Figure 1. Clock distribution.
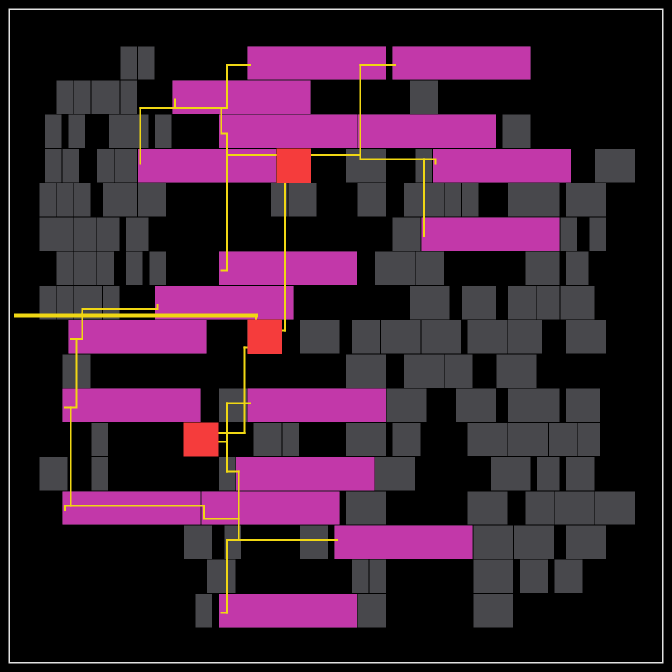
Figure 2. Wire density map.
The bar under the picture is 20 um long. The die is cut into 10 by 10 equal tiles; dark blue is low, red is high, scaled to the fullest tile. Values are wire area over tile area, all layers added.
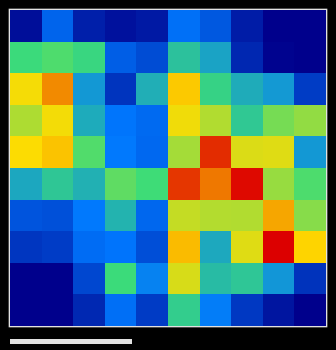
==> config.mk <==
export PLATFORM = sky130hd
export DESIGN_NAME = dst_sel_pipe
export DESIGN_NICKNAME = d
export VERILOG_FILES = /design/src/rtl/dst_sel_pipe.sv
export SDC_FILE = /design/constraint.sdc
export NUM_CORES = 1
export LEC_CHECK = 0
export CORE_MARGIN = 2
export CORE_UTILIZATION = 52
export DETAILED_ROUTE_END_ITERATION = 16
export DONT_BUFFER_PORTS = 1
export HOLD_SLACK_MARGIN = 0.12
export PLACE_DENSITY_LB_ADDON = 0.3
export SYNTH_ARGS = -nofsm -noshare
export SYNTH_HDL_FRONTEND = slang
export SYNTH_SLANG_ARGS = --single-unit
export TNS_END_PERCENT = 20
==> constraint.sdc <==
create_clock -name clk -period 4.3 [get_ports clk]
set_clock_uncertainty 0.2 [all_clocks]
set_input_delay 0.86 -clock clk [delete_from_list [all_inputs] [get_ports clk]]
set_output_delay 0.86 -clock clk [all_outputs]
set_load 0.01 [all_outputs]
==> flow_summary.ini <==
; physical design summary
[final_layout]
layout.area.seq_um2 = 541
logic_area_um2 = 686

[hold_path]
hold_class = reg2reg
hold_depth = 1

[final_timing]
fin_crit_sh_pct = 69.4
hold_ws_ps = 539
setup_viol = 0
max_freq_mhz = 335
hold_violations = 0

[clock_network]
ctsHoldBuffers = 0
numCtsBuffers = 3
path_clk_slew_ps = 90
htree_levels = 1

[yosys]
top_cells_by_count = 22 x xnor2_1, 18 x edfxtp_1, 18 x nor2_1, 8 x xor2_1
synth_warnings = 0
ys_cells = 118
synth.top_cell.area_share_pct = 45.5
top_cell = xnor2_1
synth_cells = 118

[critical_path]
r2r_slack_ps = 3130
critPathKind = in2out
crit_path_end_kind = output port

[status]
outcome = finished, final reports clean

[pwr]
power_leakage_nw = 0.458
p_total_w = 0.000342

[global_routing]
grt_max_degree = 10
antenna_found_initial = 0

[drt]
antenna_left = 0

[run]
warnings = 26

[die]
rows = 17
Notes on Figure 1 above:
clock wires: shown in yellow, length 181 um. flip-flops: shown in magenta, count 18. cells driving clock nets: shown in red, count 3.
There are 4 routed clock nets.
clock network power: 0.0000782 W
clock share of power: 22.9%
clock latency on the worst-skew pair: 280 ps

Notes on Figure 2 above:
The densest ninth of the die: right middle. 34% of the tiles are over half the peak. The emptiest ninth of the die: bottom left. The fullest tile reaches 0.43. The mean over all tiles is 0.17.
final WL: 2670 um
routed len/inst: 16.8 um
Overall Global Routing Usage: 21.0%
Vias: 888

## layout make-up
class                   count  share of cell area, %
flip-flops and latches     18                   42.1
multi-input cells         110                   53.4
well taps                  28                   2.73
clock buffers               3                   1.75
## cells in the final DEF (no fill, tap or decap)
cell type  Yosys  routed
or3_1          2       2
conb_1         1      12
nor2b_1        7       7
a21oi_1        7       7
nor4_1         3       3
or4_1          3       3
nor3_1         2       2
and2_1         6       6
edfxtp_1      18      18
nand2_1        5       5
nand4_1        6       6
xor2_1         8       8
or4_4          2       2
or3_2          1       1
nor2_2         2       2
clkbuf_4       0       3
a21o_1         2       2
a2111oi_0      1       1
o21bai_1       1       1
nor2_1        18      18
xnor2_1       22      22
## power by group
part	switching [W]	internal [W]
sequential	0.0000168	0.000203
clock	0.0000457	0.0000325
combinational	0.0000201	0.0000242
## cell families (layout without fill, tap and decap cells)
group | after synthesis | after routing | share of synthesized area [%]
buffers and inverters | 1 | 3 | 0.315
AND/OR/NAND/NOR | 57 | 57 | 26.2
AND-OR/OR-AND | 11 | 11 | 5.58
XOR/XNOR | 30 | 30 | 22.1
other | 1 | 12 | 0.315
flip-flops | 18 | 18 | 45.5
## per-stage QoR
step | setup WS (ps) | std cells | cell area, um^2
after detailed placement | 1330 | 156 | 1260
after global routing | 1280 | 159 | 1280
final | 1320 | 159 | 1280
after floorplan | 1430 | 129 | 1230
after CTS | 1330 | 159 | 1280
after global placement | 1400 | 156 | 1260
## routing by layer
layer  global-route usage (%)  routed length [um]  vias up
li1                         -                   -      432
met1                     21.8                1010      412
met2                     38.7                1360       40
met3                     6.32                 232        4
met4                     9.21                  70        0
met5                        0                   0        -
## critical path, stage by stage
cell and delay (ps):
or4_1 550, nor2_2 180, nor4_1 90, a21oi_1 230
Power figures rest on the tool's default switching activity, not on a simulated workload.
